<file path="src/rtl/lsu_pkg.sv">
// rtl/lsu_pkg.sv - shared types and helpers for the load/store unit
package lsu_pkg;

  typedef enum logic [1:0] {
    SZ_BYTE = 2'b00,
    SZ_HALF = 2'b01,
    SZ_WORD = 2'b10
  } lsu_size_t;

  typedef enum logic [1:0] {
    IDLE = 2'b00,
    RD   = 2'b01,
    WR   = 2'b10,
    RESP = 2'b11
  } lsu_state_t;

  // Reserved size 2'b11 is checked like a word access.
  function automatic logic is_misaligned(input logic [1:0] size, input logic [1:0] off);
    case (size)
      2'b00:   is_misaligned = 1'b0;
      2'b01:   is_misaligned = off[0];
      default: is_misaligned = (off != 2'b00);
    endcase
  endfunction

endpackage

</file>
<file path="src/rtl/lsu_lane_align.sv">
// rtl/lsu_lane_align.sv - byte/half lane extract with extension, and store merge
// Ports:
//   word       in   read word from memory
//   off        in   byte offset within the word (addr[1:0])
//   size       in   access size
//   zext       in   zero-extend sub-word loads when 1
//   wdata      in   right-aligned store data
//   load_val   out  extracted, extended load value
//   store_word out  read word with the selected lane(s) replaced by wdata
module lsu_lane_align
  import lsu_pkg::*;
(
  input  logic [31:0] word,
  input  logic [1:0]  off,
  input  lsu_size_t   size,
  input  logic        zext,
  input  logic [31:0] wdata,
  output logic [31:0] load_val,
  output logic [31:0] store_word
);

  logic [7:0]  byte_v;
  logic [15:0] half_v;

  always_comb begin
    byte_v     = word[{off, 3'b000} +: 8];
    // Halves only use off[1]; a set off[0] is masked away.
    half_v     = off[1] ? word[31:16] : word[15:0];
    load_val   = word;
    store_word = wdata;
    case (size)
      SZ_BYTE: begin
        load_val   = zext ? {24'h0, byte_v} : {{24{byte_v[7]}}, byte_v};
        store_word = word;
        store_word[{off, 3'b000} +: 8] = wdata[7:0];
      end
      SZ_HALF: begin
        load_val   = zext ? {16'h0, half_v} : {{16{half_v[15]}}, half_v};
        store_word = word;
        if (off[1]) store_word[31:16] = wdata[15:0];
        else        store_word[15:0]  = wdata[15:0];
      end
      default: begin
        load_val   = word;
        store_word = wdata;
      end
    endcase
  end

endmodule

</file>
<file path="src/rtl/lsu_dmem_master.sv">
// rtl/lsu_dmem_master.sv - load/store unit, initiator side of the data-memory port
// Optional feature macro: LSU_MISALIGN_TRAP_EN (misaligned / reserved-size requests
// complete with resp_err=1 and no memory access).
// Ports:
//   clk, reset                      clock, synchronous active-high reset
//   req_valid/req_ready             core request handshake
//   req_we/req_size/req_unsigned    store flag, access size, zero-extend loads
//   req_addr/req_wdata              byte address, right-aligned store data
//   resp_valid/resp_rdata/resp_err  one-cycle completion, load data, error
//   mem_addr/mem_write              word index and write strobe to dmem
//   mem_write_data                  full word to write
//   mem_data/mem_valid              read word and completion from dmem
module lsu_dmem_master
  import lsu_pkg::*;
#(
  parameter int ADDR_W = 32
) (
  input  logic              clk,
  input  logic              reset,
  input  logic              req_valid,
  output logic              req_ready,
  input  logic              req_we,
  input  logic [1:0]        req_size,
  input  logic              req_unsigned,
  input  logic [ADDR_W-1:0] req_addr,
  input  logic [31:0]       req_wdata,
  output logic              resp_valid,
  output logic [31:0]       resp_rdata,
  output logic              resp_err,
  output logic [ADDR_W-1:0] mem_addr,
  output logic              mem_write,
  output logic [31:0]       mem_write_data,
  input  logic [31:0]       mem_data,
  input  logic              mem_valid
);

  lsu_state_t        state, state_nxt;
  logic              we_q;
  lsu_size_t         size_q;
  logic              uns_q;
  logic [ADDR_W-1:0] addr_q;
  logic [31:0]       wdata_q;
  logic [31:0]       rword_q;
  logic [31:0]       mem_wdata_q;

  logic              accept;
  logic              req_is_word;
  logic              trap;
  logic              err_flag;
  logic [31:0]       align_word;
  logic [31:0]       load_val;
  logic [31:0]       store_word;

  assign accept      = req_valid && (state == IDLE);
  // Reserved size behaves as a word access.
  assign req_is_word = req_size[1];

`ifdef LSU_MISALIGN_TRAP_EN
  logic err_q;
  assign trap     = is_misaligned(req_size, req_addr[1:0]) || (req_size == 2'b11);
  assign err_flag = err_q;

  always_ff @(posedge clk) begin
    if (reset)       err_q <= 1'b0;
    else if (accept) err_q <= trap;
  end
`else
  assign trap     = 1'b0;
  assign err_flag = 1'b0;
`endif

  // The merge needs the word as it arrives in RD; the load path uses the latched copy.
  assign align_word = (state == RD) ? mem_data : rword_q;

  lsu_lane_align u_align (
    .word       (align_word),
    .off        (addr_q[1:0]),
    .size       (size_q),
    .zext       (uns_q),
    .wdata      (wdata_q),
    .load_val   (load_val),
    .store_word (store_word)
  );

  // State register
  always_ff @(posedge clk) begin
    if (reset) state <= IDLE;
    else       state <= state_nxt;
  end

  // Next-state logic
  always_comb begin
    state_nxt = state;
    case (state)
      IDLE: begin
        if (req_valid) begin
          if (trap)                      state_nxt = RESP;
          else if (req_we && req_is_word) state_nxt = WR;
          else                           state_nxt = RD;
        end
      end
      RD:      if (mem_valid) state_nxt = we_q ? WR : RESP;
      WR:      if (mem_valid) state_nxt = RESP;
      default: state_nxt = IDLE;
    endcase
  end

  // Request and data registers
  always_ff @(posedge clk) begin
    if (reset) begin
      we_q        <= 1'b0;
      size_q      <= SZ_BYTE;
      uns_q       <= 1'b0;
      addr_q      <= '0;
      wdata_q     <= '0;
      rword_q     <= '0;
      mem_wdata_q <= '0;
    end else begin
      if (accept) begin
        we_q    <= req_we;
        size_q  <= req_is_word ? SZ_WORD : lsu_size_t'(req_size);
        uns_q   <= req_unsigned;
        addr_q  <= req_addr;
        wdata_q <= req_wdata;
        // Word stores skip RD, so their write word is known at accept.
        if (req_we && req_is_word) mem_wdata_q <= req_wdata;
      end
      if (state == RD && mem_valid) begin
        rword_q     <= mem_data;
        mem_wdata_q <= store_word;
      end
    end
  end

  // Outputs: decoded from registered state only, so mem_write cannot glitch.
  always_comb begin
    req_ready      = (state == IDLE);
    resp_valid     = (state == RESP);
    mem_write      = (state == WR);
    resp_err       = (state == RESP) && err_flag;
    resp_rdata     = '0;
    if (state == RESP && !we_q && !err_flag) resp_rdata = load_val;
    mem_addr       = {2'b00, addr_q[ADDR_W-1:2]};
    mem_write_data = mem_wdata_q;
  end

endmodule

</file>
<file path="config.mk">
export PLATFORM = sky130hd
export DESIGN_NAME = lsu_dmem_master
export DESIGN_NICKNAME = d
export VERILOG_FILES = /design/src/rtl/lsu_pkg.sv /design/src/rtl/lsu_lane_align.sv /design/src/rtl/lsu_dmem_master.sv
export SDC_FILE = /design/constraint.sdc
export NUM_CORES = 1
export LEC_CHECK = 0
export CAP_MARGIN = 20
export CORE_MARGIN = 2
export CORE_UTILIZATION = 53
export CTS_CLUSTER_SIZE = 16
export DETAILED_ROUTE_END_ITERATION = 10
export PLACE_DENSITY = 0.87
export SETUP_SLACK_MARGIN = 0.15
export SYNTH_ARGS = -nofsm -noshare
export SYNTH_HDL_FRONTEND = slang
export SYNTH_HIERARCHICAL = 1
export SYNTH_SLANG_ARGS = --single-unit
</file>
<file path="constraint.sdc">
create_clock -name clk -period 5.9 [get_ports clk]
set_clock_uncertainty 0.05 [all_clocks]
set_input_delay 1.18 -clock clk [delete_from_list [all_inputs] [get_ports clk]]
set_output_delay 1.18 -clock clk [all_outputs]
set_load 0.03 [all_outputs]
</file>
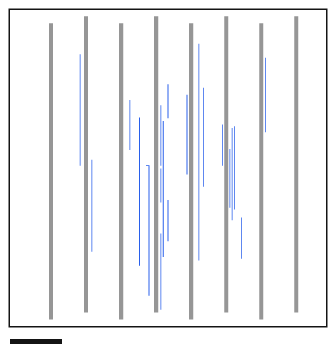
(run_1/met4.png)
Scale bar: 20 um. Supply wires on this layer in grey.
longest straight run: 83.6 um
share of all routed wire: 2.9%
vias after detailed routing: 7584
Detailed Route WL: 22.9 mm

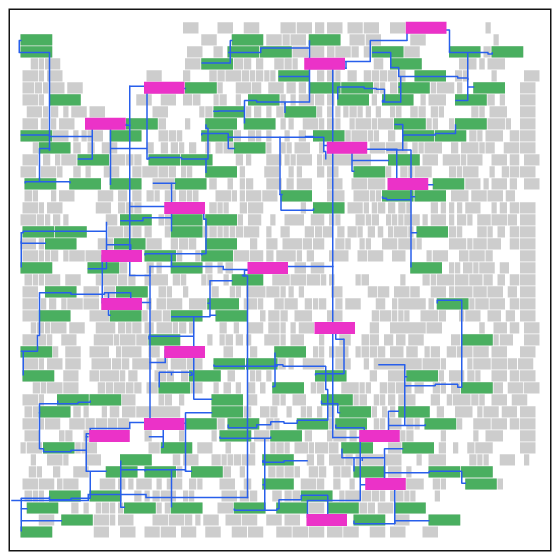
(run_1/clock_map.png)
[clock wires] blue | length: 1720 um
[cells driving clock nets] magenta | count: 17
[flip-flops] green | count: 134
routed clock nets: 18
flops lie: widely spread

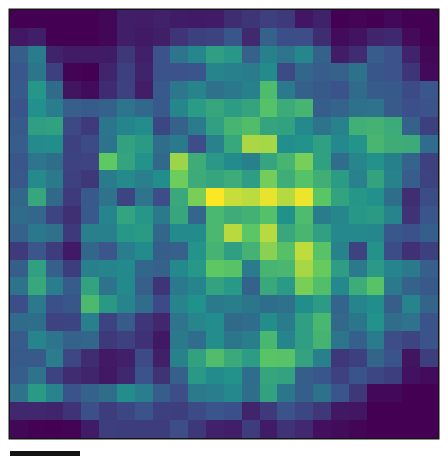
(run_1/wire_density.png)
Scale bar: 20 um. The die is cut into 24 by 24 equal tiles; dark purple is low, yellow is high, scaled to the fullest tile. Values are wire area over tile area, all layers added.
tiles over half the peak: 24%
densest ninth of the die: middle
fullest tile: 0.74
nearly empty tiles: 5.9%
mean over tiles: 0.26
average wire per cell in the routed design: 17.6 um
global-route usage over all layers: 0.306

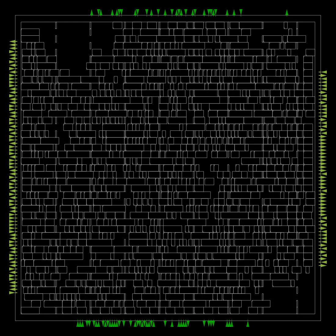
(run_1/final_placement.png)
Std-Cell Core Area: 13800 um^2
FP Rows: 43
Filler Cells Inserted: 1150
Seq area share: 0.276
n_taps: 180

==> qor.log, run 1 <==
qor: run_status.status finished, final reports clean
qor: grt.grt_overflow 0
qor: synth.synth_warnings 6
qor: critical_path.timing.critical_path.slowest_stage_cell sky130_fd_sc_hd__clkdlybuf4s50_1
qor: final_timing.drv_slew 0
qor: synth.yosys_register_bits 134
qor: grt.grt_first_pass_wirelength 35.8 mm
qor: power_and_ir_drop.static_leakage 0.00366 uW
qor: drt.drt-vias-per-instance 5.83
qor: placed_design.dp.final_hpwl 15.9 mm
qor: critical_path.crit_arrival 3.67 ns
qor: finish.antennaDiodeCount 0
qor: synth.yosys_cells 986
qor: cts.cts.reportedPaths.clkPinSlew 0.06 ns
qor: synth.seq_area_frac_synth 0.361
qor: synth.flop_cell sky130_fd_sc_hd__dfxtp_1
qor: final_timing.fin_hold_viols 0
qor: synth.syn-instance-count 986
qor: synth.synth_async_sr_flop_share 0
qor: cts.post_cts_resize_count 0
qor: critical_path.crit_chain inv_1 > ha_1 > buf_4 > mux2_2 > mux2i_1 > o32a_4 > o211a_4 > a21oi_1 > and2_1 > clkdlybuf4s50_1
qor: critical_path.timing.setup.critical_path_class reg -> out
qor: die.boundaryPins 204
qor: placed_design.placed_cell_area 9140 um^2
qor: cts.cts_max_path_buffers 2
qor: cts.h_tree_depth 4
-- run 1: state kept, by name, summed over array words and instances (netlist names) --
register and cells:
addr_q 32, mem_write_data 32, rword_q 32, wdata_q 32, size_q 2, state 2
uns_q 1, we_q 1
-- run 1: cell families after synthesis --
family / after synthesis / share of synthesized area
other: 1 / 0.000505
AND-OR/OR-AND: 199 / 0.175
AND/OR/NAND/NOR: 466 / 0.281
flip-flops: 134 / 0.361
buffers and inverters: 128 / 0.0947
multiplexers: 45 / 0.0664
adder cells (fa/ha/maj): 13 / 0.0219
-- run 1: critical path: cells and delay by family (launching register included) --
family                   cells  cell delay [ns]
buffers and inverters        3             1.13
AND-OR/OR-AND                3             0.62
adder cells (fa/ha/maj)      1             0.19
flip-flops                   1             0.36
AND/OR/NAND/NOR              1             0.15
multiplexers                 2             0.77
-- run 1: power breakdown --
part | internal [uW] | switching (uW)
Sequential | 1090 | 140
Clock | 660 | 390
Combinational | 662 | 997
-- run 1: cell type report --
cell class / count / area (um^2)
Multi-Input combinational cell: 726 / 4050
Tap cell: 180 / 225
Timing Repair Buffer: 214 / 2120
Fill cell: 1150 / 4040
Sequential cell: 134 / 2680
Clock buffer: 22 / 484
Clock inverter: 9 / 100
Inverter: 16 / 60.1
-- run 1: metal layers --
metal | wire (um) | global-route usage | vias to the layer above
met5 | 0 | 0 | -
met4 | 653 | 0.129 | 0
met3 | 2550 | 0.102 | 49
met2 | 10500 | 0.481 | 400
met1 | 9260 | 0.384 | 3521
li1 | - | - | 3614
-- run 1: Yosys cell counts (4+ instances only) --
master | number | area (um^2)
sky130_fd_sc_hd__nand2_1 | 265 | 995
sky130_fd_sc_hd__dfxtp_1 | 134 | 2680
sky130_fd_sc_hd__a21oi_1 | 113 | 566
sky130_fd_sc_hd__nor3_1 | 68 | 340
sky130_fd_sc_hd__nor2_1 | 42 | 158
sky130_fd_sc_hd__buf_4 | 41 | 308
sky130_fd_sc_hd__and2_1 | 34 | 213
sky130_fd_sc_hd__clkbuf_1 | 34 | 128
sky130_fd_sc_hd__mux2_2 | 34 | 383
sky130_fd_sc_hd__nor4_1 | 32 | 200
sky130_fd_sc_hd__buf_2 | 25 | 125
sky130_fd_sc_hd__a222oi_1 | 16 | 160
sky130_fd_sc_hd__inv_1 | 16 | 60.1
sky130_fd_sc_hd__o21ai_0 | 16 | 80.1
sky130_fd_sc_hd__ha_1 | 13 | 163
sky130_fd_sc_hd__a221o_1 | 12 | 120
sky130_fd_sc_hd__a22o_1 | 12 | 105
sky130_fd_sc_hd__mux2i_1 | 11 | 110
sky130_fd_sc_hd__a21oi_2 | 10 | 87.6
sky130_fd_sc_hd__buf_1 | 7 | 26.3
sky130_fd_sc_hd__nor2b_1 | 6 | 37.5
sky130_fd_sc_hd__buf_6 | 5 | 56.3
sky130_fd_sc_hd__nand2b_1 | 4 | 25.0
-- run 1: final timing paths --
path	start	end	slack (ns)	cells past startpoint
min	addr_q[17]	addr_q[17]	0.40	2
max reg2reg	addr_q[1]	mem_write_data[15]	2.77	8
max	state[1]	resp_rdata[31]	1.00	10
min reg2reg	addr_q[17]	addr_q[17]	0.40	2
## Run 2: what changed since run 1
Settings changed: CORE_UTILIZATION 53 to 49, PLACE_DENSITY 0.87 to 0.81.
Clock period 5.9 ns to 4.99 ns, I/O delays scaled along.
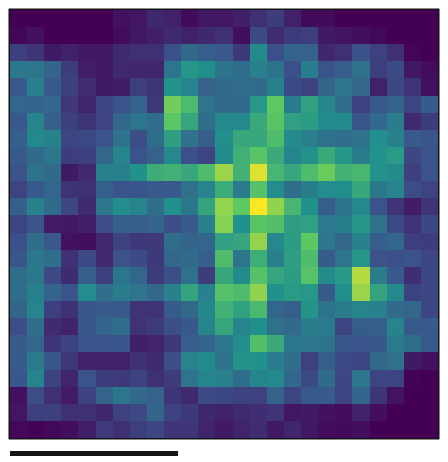
(run_2/wire_density.png)
Scale bar: 50 um. The die is cut into 25 by 25 equal tiles; dark purple is low, yellow is high, scaled to the fullest tile. Values are wire area over tile area, all layers added.
nearly empty tiles: 5.4%
fullest tile: 0.80
densest ninth of the die: middle
emptiest ninth of the die: top left
mean over tiles: 0.24
tiles over half the peak: 14%
average wire per cell in the routed design: 17.7 um
global-route usage over all layers: 0.282

==> run 2 against run 1 <==
Non-clock buffer count up 4. Highest routed layer unchanged. Final area up 0.30%. Via count up 0.15%. Register-to-register slack worse by 0.75 ns. Global-route usage down 2.5 points.
==> qor.log, run 2 <==
qor: grt.grt_first_pass_wirelength 36.4 mm [was 35.8 mm]
qor: finish.multiInputGateArea 4060 um^2 [was 4050 um^2]
qor: finish.n_fill_cell 1281 [was 1150]
qor: synth.synth_top_cell_by_count sky130_fd_sc_hd__nand2_1 [unchanged]
qor: grt.grt_overflow 0 [unchanged]
qor: synth.post-synth-top-area-fraction 0.361 [unchanged]
qor: synth.synthTopCellsByArea sky130_fd_sc_hd__dfxtp_1, sky130_fd_sc_hd__nand2_1, sky130_fd_sc_hd__a21oi_1, sky130_fd_sc_hd__mux2_2, sky130_fd_sc_hd__nor3_1 [unchanged]
qor: placed_design.placed_cell_area 9170 um^2 [was 9140 um^2]
qor: critical_path.crit_arrival 3.53 ns [was 3.67 ns]
qor: placed_design.dp.final_hpwl 16.3 mm [was 15.9 mm]
qor: final_timing.fin_hold_viols 0 [unchanged]
qor: critical_path.timing.setup.critical_path_class reg -> out [unchanged]
qor: synth.synth_async_sr_flop_share 0 [unchanged]
qor: synth.yosys_register_bits 134 [unchanged]
qor: finish.antennaDiodeCount 0 [unchanged]
qor: power_and_ir_drop.static_leakage 0.00368 uW [was 0.00366 uW]
qor: synth.synth_warnings 6 [unchanged]
qor: die.core.rowCount 44 [was 43]
qor: drt.totalWireLength 23.2 mm [was 22.9 mm]
qor: synth.flop_cell sky130_fd_sc_hd__dfxtp_1 [unchanged]
qor: critical_path.r2r_setup_slack 2.02 ns [was 2.77 ns]
qor: synth.seq_area_frac_synth 0.361 [unchanged]
qor: cts.h_tree_depth 4 [unchanged]
qor: drt.met1Wirelength 9.72 mm [was 9.26 mm]
qor: cts.cts_max_path_buffers 2 [unchanged]
qor: drt.drt-vias-per-instance 5.80 [was 5.83]
qor: run_status.status finished, final reports clean [unchanged]
qor: final_timing.drv_slew 0 [unchanged]
==> run 2: worst max-delay path, stage by stage, from the launching register on <==
cell and delay (ns):
sky130_fd_sc_hd__dfxtp_1 0.35, sky130_fd_sc_hd__inv_1 0.15, sky130_fd_sc_hd__ha_2 0.44, sky130_fd_sc_hd__buf_4 0.24
sky130_fd_sc_hd__mux2_2 0.40, sky130_fd_sc_hd__mux2i_1 0.18, sky130_fd_sc_hd__o32a_4 0.22, sky130_fd_sc_hd__o211a_4 0.31
sky130_fd_sc_hd__a21oi_1 0.07, sky130_fd_sc_hd__and2_1 0.16, sky130_fd_sc_hd__clkdlybuf4s50_1 0.58
==> run 2: power breakdown <==
| part | internal, uW | switching [uW] |
|---|---|---|
| Clock | 778 | 457 |
| Sequential | 1290 | 161 |
| Combinational | 795 | 1190 |
| Total | 2860 | 1810 |
==> run 2: final cells by class <==
type                       count  area share
clock buffer                  21      0.0492
timing repair buffer         218       0.220
clock inverter                10      0.0105
multi-input combinational    726       0.416
tap                          184      0.0236
inverter                      16     0.00615
sequential                   134       0.275
==> run 2: metrics by stage <==
step / power (uW) / std cells / hold WS, ns / utilization / setup slack, ns
3_3_place_gp: 3390 / 1278 / 0.389 / 0.626 / 0.542
3_5_place_dp: 3420 / 1278 / 0.395 / 0.626 / 0.514
6_report: 4670 / 1309 / 0.402 / 0.666 / 0.411
4_1_cts: 4660 / 1309 / 0.403 / 0.666 / 0.196
5_1_grt: 4910 / 1309 / 0.421 / 0.666 / 0.271
2_1_floorplan: 2820 / 988 / 0.381 / - / 1.48
==> run 2: final timing paths <==
check	from	to	depth (start not counted)
hold / removal	rword_q[29]	rword_q[29]	2
hold reg to reg	rword_q[29]	rword_q[29]	2
setup reg to reg	addr_q[1]	mem_write_data[15]	9
setup / recovery	state[1]	resp_rdata[31]	10
==> run 2: logic make-up after synthesis <==
family,Yosys count,synth area share
AOI/OAI and AO/OA,199,0.175
and+or+nand+nor,466,0.281
other,1,0.000505
buffers and inverters,128,0.0947
muxes,45,0.0664
adders and majority gates,13,0.0219
DFF,134,0.361
==> run 2: what timing repair did <==
item                                    4_1_cts  5_1_grt
endpoints found under the setup margin        0       24
resized                                       0        1
hold endpoints to repair                      0        0
hold buffers                                  0        0
buffers inserted                              0        0
==> run 2: routing by layer <==
| metal | vias to the layer above | GRT usage |
|---|---|---|
| met1 | 3536 | 0.355 |
| met4 | 0 | 0.113 |
| met5 | - | 0 |
| li1 | 3627 | - |
| met2 | 378 | 0.441 |
| met3 | 54 | 0.101 |
## Run 3: what changed since run 2
Settings changed: GPL_ROUTABILITY_DRIVEN set to 0, SKIP_CTS_REPAIR_TIMING set to 1.
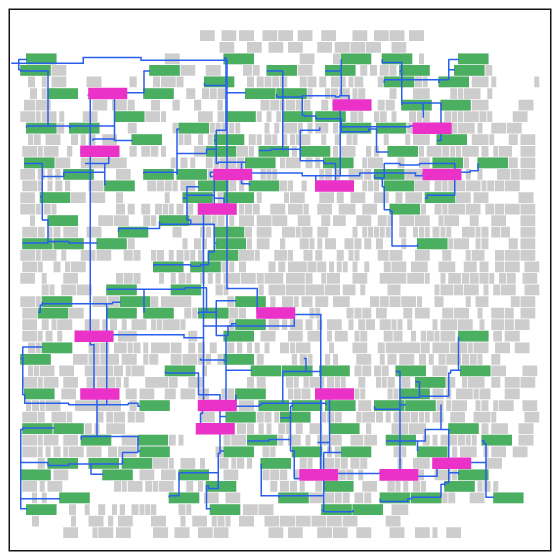
(run_3/clock_map.png)
[clock wires] blue | length: 1720 um
[flip-flops] green | count: 134
[cells driving clock nets] magenta | count: 17
flops lie: widely spread

==> run 3 against run 2 <==
Clock-buffer cell count is 2 lower. Final area is 0.24% lower. Via count is 0.16% higher. Sequential share of layout area is 0.067 points higher. Total power is 0.45% lower. Largest cell class unchanged. Highest routed layer unchanged.
==> qor.log, run 3 <==
qor: min_path.whs_endpoint addr_q[10] [was rword_q[29]]
qor: final_timing.fin_hold_viols 0 [unchanged]
qor: finish.n_fill_cell 1293 [was 1281]
qor: cts.cts_tree done [unchanged]
qor: min_path.hold_path_depth 2 [unchanged]
qor: synth.synth_async_sr_flop_share 0 [unchanged]
qor: run_status.status finished, final reports clean [unchanged]
qor: final_timing.finalHoldWorstSlack 0.401 ns [was 0.402 ns]
qor: critical_path.timing.setup.critical_path_class reg -> out [unchanged]
qor: finish.regArea 2680 um^2 [unchanged]
qor: drt.average_wire_per_cell_in_the_routed_design 17.7 um [about the same]
qor: critical_path.r2r-end mem_write_data[15] [unchanged]
qor: placed_design.dp.final_hpwl 16.2 mm [was 16.3 mm]
qor: synth.ys_top_cells_by_count sky130_fd_sc_hd__nand2_1, sky130_fd_sc_hd__dfxtp_1, sky130_fd_sc_hd__a21oi_1 [unchanged]
qor: synth.synth_warnings 6 [unchanged]
qor: synth.yosys_cells 986 [unchanged]
qor: drt.drt-vias-per-instance 5.82 [was 5.80]
qor: die.boundaryPins 204 [unchanged]
qor: synth.synthTopCellsByArea sky130_fd_sc_hd__dfxtp_1, sky130_fd_sc_hd__nand2_1, sky130_fd_sc_hd__a21oi_1, sky130_fd_sc_hd__mux2_2, sky130_fd_sc_hd__nor3_1 [unchanged]
qor: die.core-area 14600 um^2 [unchanged]
qor: finish.antennaDiodeCount 0 [unchanged]
qor: synth.syn-instance-count 986 [unchanged]
qor: drt.totalWireLength 23.1 mm [was 23.2 mm]
qor: die.core.rowCount 44 [unchanged]
qor: synth.yosysTopAreaCell sky130_fd_sc_hd__dfxtp_1 [unchanged]
qor: cts.h_tree_depth 4 [unchanged]
qor: synth.flop_cell sky130_fd_sc_hd__dfxtp_1 [unchanged]
qor: power_and_ir_drop.static_leakage 0.00365 uW [was 0.00368 uW]
qor: critical_path.crit_arrival 3.56 ns [was 3.53 ns]
qor: min_path.hold_path.startpoint addr_q[10] [was rword_q[29]]
qor: synth.yosys_register_bits 134 [unchanged]
qor: power_and_ir_drop.post-layout-total-power 4650 uW [was 4670 uW]
qor: grt.grt_overflow 0 [unchanged]
qor: finish.multiInputGateArea 4060 um^2 [unchanged]
qor: grt.grt_first_pass_wirelength 36.4 mm [about the same]
qor: grt.grtUsageTotal 0.282 [about the same]
qor: critical_path.worstRegToRegCells 8 [was 9]
qor: synth.synth_top_cell_by_count sky130_fd_sc_hd__nand2_1 [unchanged]
qor: drt.dr_total_vias 7607 [was 7595]
qor: critical_path.rr_startpoint addr_q[1] [unchanged]
qor: final_timing.drv_slew 0 [unchanged]
qor: synth.seq_area_frac_synth 0.361 [unchanged]
qor: synth.post-synth-top-area-fraction 0.361 [unchanged]
## run 3: power by group
| group | leakage [uW] | internal [uW] | total, uW | switching [uW] |
|---|---|---|---|---|
| combinational | 0.00228 | 791 | 1970 | 1180 |
| clock | 0.000271 | 743 | 1220 | 478 |
| sequential | 0.00110 | 1290 | 1450 | 166 |
| total | 0.00365 | 2820 | 4650 | 1820 |
## run 3: critical path, stage by stage (launching register included)
cell,delay [ns]
sky130_fd_sc_hd__dfxtp_1,0.36
sky130_fd_sc_hd__inv_1,0.16
sky130_fd_sc_hd__ha_2,0.40
sky130_fd_sc_hd__buf_4,0.25
sky130_fd_sc_hd__mux2_2,0.41
sky130_fd_sc_hd__mux2i_1,0.19
sky130_fd_sc_hd__o32a_4,0.22
sky130_fd_sc_hd__o211a_4,0.32
sky130_fd_sc_hd__a21oi_1,0.07
sky130_fd_sc_hd__and2_1,0.16
sky130_fd_sc_hd__clkdlybuf4s50_1,0.58
## run 3: stage by stage
stage          worst slack [ns]  area [um^2]  instances
6_report                  0.386         9740       1308
5_1_grt                   0.253         9740       1308
4_1_cts                   0.239         9730       1308
3_5_place_dp              0.451         9160       1276
3_3_place_gp              0.500         9160       1276
2_1_floorplan              1.48         7430        988
## run 3: cell type report
cell class                      count  share of cell area
Clock inverter                     13              0.0135
Inverter                           16             0.00617
Clock buffer                       19              0.0455
Multi-Input combinational cell    726               0.417
Tap cell                          184              0.0236
Timing Repair Buffer              216               0.219
Sequential cell                   134               0.276
## run 3: metal layers
layer | wire length [um] | track usage | vias up
li1 | - | - | 3619
met1 | 9610 | 0.366 | 3550
met2 | 10500 | 0.439 | 384
met3 | 2300 | 0.0846 | 54
met4 | 722 | 0.117 | 0
met5 | 0 | 0 | -
## run 3: how the worst max path moves through the flow
stage          slack (ns)        endpoint    startpoint
2_1_floorplan        1.48  resp_rdata[16]      state[1]
3_3_place_gp         0.50  resp_rdata[28]  mem_data[31]
3_5_place_dp         0.45  resp_rdata[18]  mem_data[31]
4_1_cts              0.24  resp_rdata[31]      state[1]
5_1_grt              0.25  resp_rdata[18]      state[1]
6_report             0.39  resp_rdata[31]      state[1]
## run 3: kinds of logic after synthesis
logic type	Yosys count	synth area share
compound gates	199	0.175
fa+ha+maj	13	0.0219
buf+inv	128	0.0947
flops	134	0.361
mux	45	0.0664
other cells	1	0.000505
simple gates	466	0.281

==> layout pictures side by side <==
Register map, names as in the netlist.
shot_01.png
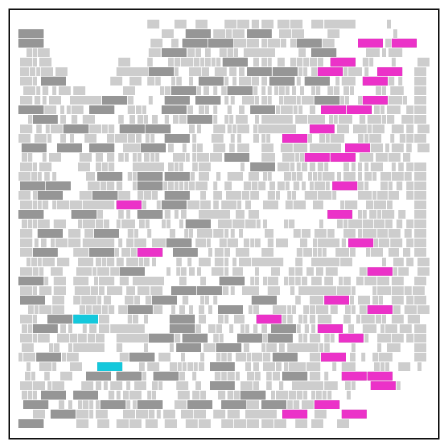
shot_02.png
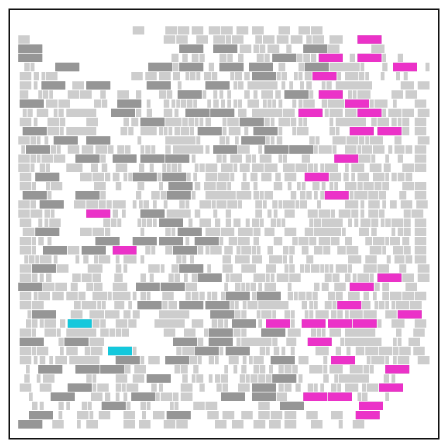
run 1: shot_01.png
run 2: shot_02.png

Key to shot_02.png:
[rword_q] magenta | sequential cells: 32 | where: a column on the right
[state] cyan | sequential cells: 2
not coloured: 100

Power is estimated from default activity; no workload was simulated.
